==> config.mk <==
export PLATFORM = sky130hd
export DESIGN_NAME = add
export DESIGN_NICKNAME = d
export VERILOG_FILES = /design/src/rtl/add.sv
export SDC_FILE = /design/constraint.sdc
export NUM_CORES = 1
export LEC_CHECK = 0
export CORE_ASPECT_RATIO = 0.9
export CORE_UTILIZATION = 46
export CTS_CLUSTER_DIAMETER = 80
export DETAILED_ROUTE_END_ITERATION = 16
export PLACE_DENSITY = 0.83
export SLEW_MARGIN = 40
export SYNTH_ARGS = -nofsm -noshare
export SYNTH_HDL_FRONTEND = slang
export SYNTH_SLANG_ARGS = --single-unit
==> constraint.sdc <==
create_clock -name Clk -period 2.56 [get_ports Clk]
set_clock_uncertainty 0.15 [all_clocks]
set_input_delay 0.256 -clock Clk [delete_from_list [all_inputs] [get_ports Clk]]
set_output_delay 0.256 -clock Clk [all_outputs]
set_load 0.1 [all_outputs]
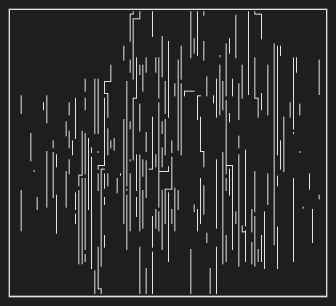
Run 1: M2 wires
longest straight run = 28.9 um
wire length on this layer = 902 um
via count: 740
routed wire length: 1780 um
met2 Use GR: 0.396

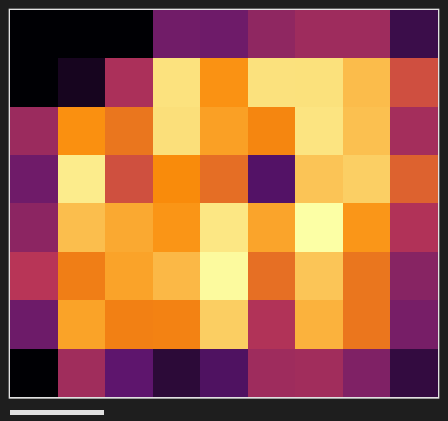
Run 1: local utilization
The bar under the picture is 10 um long. 9 x 8 tiles, from black (low) to pale yellow (high), 0 to 100% covered.
mean over tiles = 57%
tiles over 75% full = 38%
nearly empty tiles = 6.9%
emptiest ninth of the die = north-west
fullest tile = 100%
Initial Util: 0.515
Layout Utilization: 0.724
core area: 1510 sq um

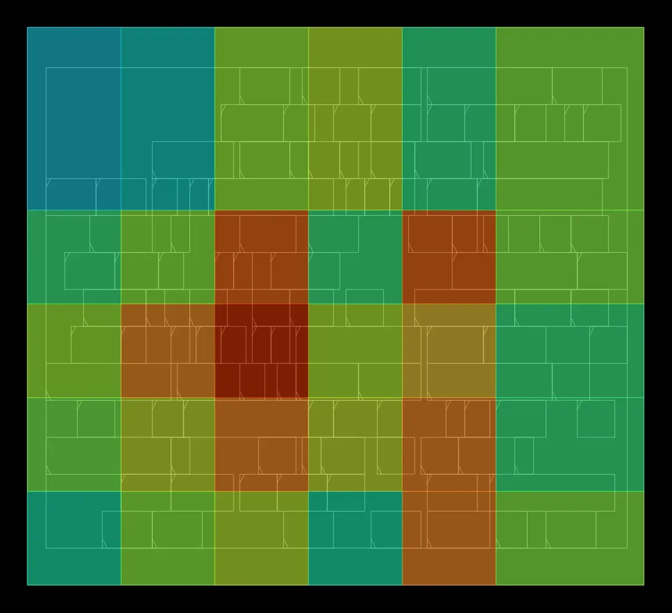
Run 1: routing congestion map
total track usage: 0.218
WL/cell: 13.3 um

==> impl_metrics.yaml, run 1 <==
# generated from flow reports
worst_setup_path:
  worstPathMaxFanout: 3
  end_kind: "flip-flop"
  r2r_cells: 3
  start_kind: "primary input"
  critPathSlowestCell: "or4_1"
  cp.required_ns: 2.58
  cp.depth: 7
  worstPathCellList: "clkdlybuf4s50_1, ha_1, fa_1, a211oi_2, nor2_1, or4_1, o311ai_1"
  critical_path_class: "primary input to flip-flop"
  ff2ff_setup_slack_ns: 1.49
  cp_top_family: "adder cells"
cts:
  clkLatencyLatePin_ns: 0.28
  clk_path_buf_depth: 2
  cts_max_level: 1
  cts_hold_buf: 0
  cts_sinks: 11
  ctsResizeCount: 0
  cts_tree: "built"
  cts_made_buffers: 3
  path_clk_slew_ns: 0.08
sta:
  period_used_share: 0.896
  setup_slack_ns: 0.266
  tns_ns: 0
  slew_headroom: 0.705
  rsz0062_at_grt: "false"
  timing.final.crit_period_ns: 2.29
  whs_ns: 0.135
  slew_violations: 0
  tightest_slew_ns: 0.441
yosys:
  yosysTopAreaCellShare: 0.353
  top_area_cell: "dfrtp_1"
  ys_top_logic_family: "AND-OR/OR-AND gates"
  synth_chip_area_sq_um: 779
  most_common_cell: "dfrtp_1"
  common_cells: "11 x dfrtp_1, 10 x o21ai_0, 8 x ha_1"
  ys_seq_share: 0.353
  top_cells_by_area: "dfrtp_1 35%, ha_1 13%, o21ai_0 6.4%"
  synthCells: 80
  synthesis.nets: 108
  edf_count: 0
  ys_async_sr_fraction: 1.00
  synth_top_flop_cell: "dfrtp_1"
  yosys.area_share.aoi: 0.230
  mux_share: 0.0963
place:
  postPlaceCellArea_sq_um: 1070
  dp_cells: 130
  hpwl_um: 1410
pwr:
  comb_power_share: 0.558
  netSwitchingPower_mw: 0.392
  fin_total_pwr_mw: 0.777
  p_seq_frac: 0.283
  intPower_mw: 0.385
  p_leak_nw: 0.495
flow_run:
  tool_warnings: 26
grt:
  gr-total-overflow: 0
  grt_pass1_vias: 644
  grt_pass1_wl_um: 2730
  grt_max_degree: 13
final_layout:
  layout_top_cell: "clkdlybuf4s50_1"
  antenna_cells: 0
  area_growth_pct: 40.4
  largest_reg_flops: 8
  drive_gt1_frac: 0.196
  final_cells: 134
  fin_nets: 141
  fin_area_sq_um: 1090
routing:
  drtPass1Iterations: 4
  drc_errors: 0
  final_antenna_net_count: 0
outcome:
  outcome: "finished, final reports clean"
floorplan:
  die_x_um: 45.4
  rows: 13
  chipArea_sq_um: 1860
worst_hold_path:
  hold_path_class: "primary input to asynchronous set/reset pin"
[run 1: power by group through the flow]
stage	Clock, mW	Sequential, mW	Combinational, mW
after floorplan	0	0.442	0.107
after global placement	0	0.222	0.427
after detailed placement	0	0.223	0.432
after CTS	0.126	0.220	0.434
after global routing	0.137	0.223	0.455
final	0.124	0.220	0.433
[run 1: layout make-up]
cell class	instances	area (sq um)
multi-input combinational	63	480
fill	124	418
sequential	11	275
timing repair buffer	30	270
tap	22	27.5
clock buffer	4	26.3
inverter	4	15.0
[run 1: layer usage]
layer  up-vias  share of wire  track usage
met2        28           0.51        0.396
met1       354           0.43        0.247
met5         -              0            0
met4         0         0.0056       0.0682
li1        356              -            -
met3         2          0.056       0.0661
Run 1, M1 wires:
The bar under the picture is 10 um long.
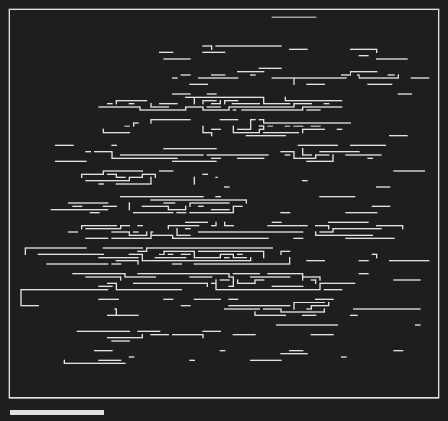

==> run 2, diff against run 1 <==
- CELL_PAD_IN_SITES_DETAIL_PLACEMENT: default -> 1
- CELL_PAD_IN_SITES_GLOBAL_PLACEMENT: default -> 1
- CORE_UTILIZATION: 46 -> 34
- PLACE_DENSITY: 0.83 -> default
- PLACE_DENSITY_LB_ADDON: default -> 0.1
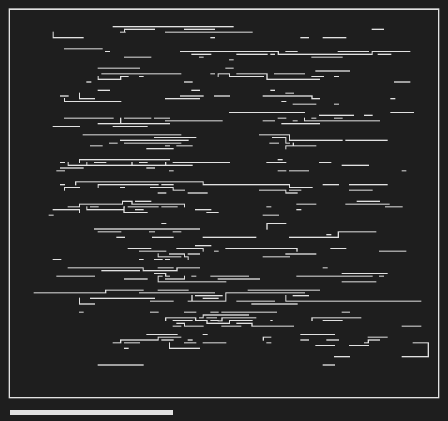
Run 2: M1 wires
The bar under the picture is 20 um long.
main direction = horizontal
wire length on this layer = 873 um
via count: 744
met1 usage: 0.216
routed wire length: 2060 um

==> run 2 against run 1 <==
  * The flow now finishes with violations (design-rule violations)
  * Worst hold slack worse by 0.0090 ns
  * Sequential power barely moved
  * Global-route usage decreased by 2.9 points
  * Critical path depth did not move
  * Die size up 34%
  * Design area up 1.3%
==> impl_metrics.yaml, run 2 <==
# generated from flow reports
grt:
  gr-total-overflow: 0
  busiest_layer: "met2"
  grt_pass1_wl_um: 3310
  grt_pass1_vias: 731
  grt_util_met2: 0.359
sta:
  setup_slack_ns: 0.322
  rsz0062_at_grt: "false"
  slew_headroom: 0.705
  period_used_share: 0.874
  timing.final.crit_period_ns: 2.24
  tightest_slew_ns: 0.442
  whs_ns: 0.126
  tns_ns: 0
yosys:
  yosysTopAreaCellShare: 0.353
  most_common_cell: "dfrtp_1"
  ys_async_sr_fraction: 1.00
  synthCells: 80
  synth_top_flop_cell: "dfrtp_1"
  edf_count: 0
  top_area_cell: "dfrtp_1"
  top_cells_by_area: "dfrtp_1 35%, ha_1 13%, o21ai_0 6.4%"
  synthesis.nets: 108
  synth_chip_area_sq_um: 779
routing:
  wl_per_cell_um: 14.7
  wl_met1_um: 873
  wl_met2_um: 1070
  drtPass1Iterations: 10
  highest_layer: "met4"
  drc_errors: 2
cts:
  cts_max_level: 1
  cts_tree: "built"
  cts_made_buffers: 3
  cts_hold_buf: 0
  clk_path_buf_depth: 2
  clkLatencyLatePin_ns: 0.28
place:
  hpwl_um: 1690
final_layout:
  largest_reg_flops: 8
  fin_area_sq_um: 1110
  final_util: 0.513
  drive_gt1_frac: 0.204
  layout_top_cell: "clkdlybuf4s50_1"
  antenna_cells: 0
  fin_nets: 142
outcome:
  failed_checks: "design-rule violations"
  outcome: "finished, violations left"
pwr:
  p_comb_mw: 0.438
  pg_clk_mw: 0.122
  p_seq_frac: 0.284
  fin_total_pwr_mw: 0.781
  netSwitchingPower_mw: 0.395
  pg_seq_mw: 0.222
  intPower_mw: 0.387
  p_leak_nw: 0.500
worst_hold_path:
  hold_path_class: "primary input to asynchronous set/reset pin"
floorplan:
  die_x_um: 52.5
  chipArea_sq_um: 2490
  coreArea_sq_um: 2160
  fp-utilization: 0.361
worst_setup_path:
  ff2ff_setup_slack_ns: 1.44
  critPathSlowestCell: "or4_1"
  r2r_cells: 3
  critical_path_class: "primary input to flip-flop"
  worstPathCellList: "clkdlybuf4s50_1, ha_1, fa_1, a211oi_2, nor2_1, or4_1, o311ai_1"
  cp.required_ns: 2.59
  start_kind: "primary input"
  end_kind: "flip-flop"
  cp_top_family: "adder cells"
  worstPathMaxFanout: 3
flow_run:
  tool_warnings: 26
[run 2: netlist changes by cell type in the layout (fill, tap and decap cells not counted), sizes merged]
| cell | delta |
|---|---|
| buf | +1 |
[run 2: cells by family after synthesis]
| kind of cell | Yosys count | share of synthesized area |
|---|---|---|
| compound gates | 27 | 0.230 |
| simple gates | 16 | 0.0915 |
| mux | 7 | 0.0963 |
| flops | 11 | 0.353 |
| fa+ha+maj | 9 | 0.154 |
| buf+inv | 6 | 0.0305 |
| xor+xnor | 4 | 0.0450 |
[run 2: area by class of cell]
type                    count  area (sq um)
well taps                  27          33.8
multi-input cells          63           480
clock buffers               4          26.3
fillers                   251          1050
flip-flops and latches     11           275
inverters                   4          15.0
repair buffers             31           278
Power figures rest on the tool's default switching activity, not on a simulated workload.
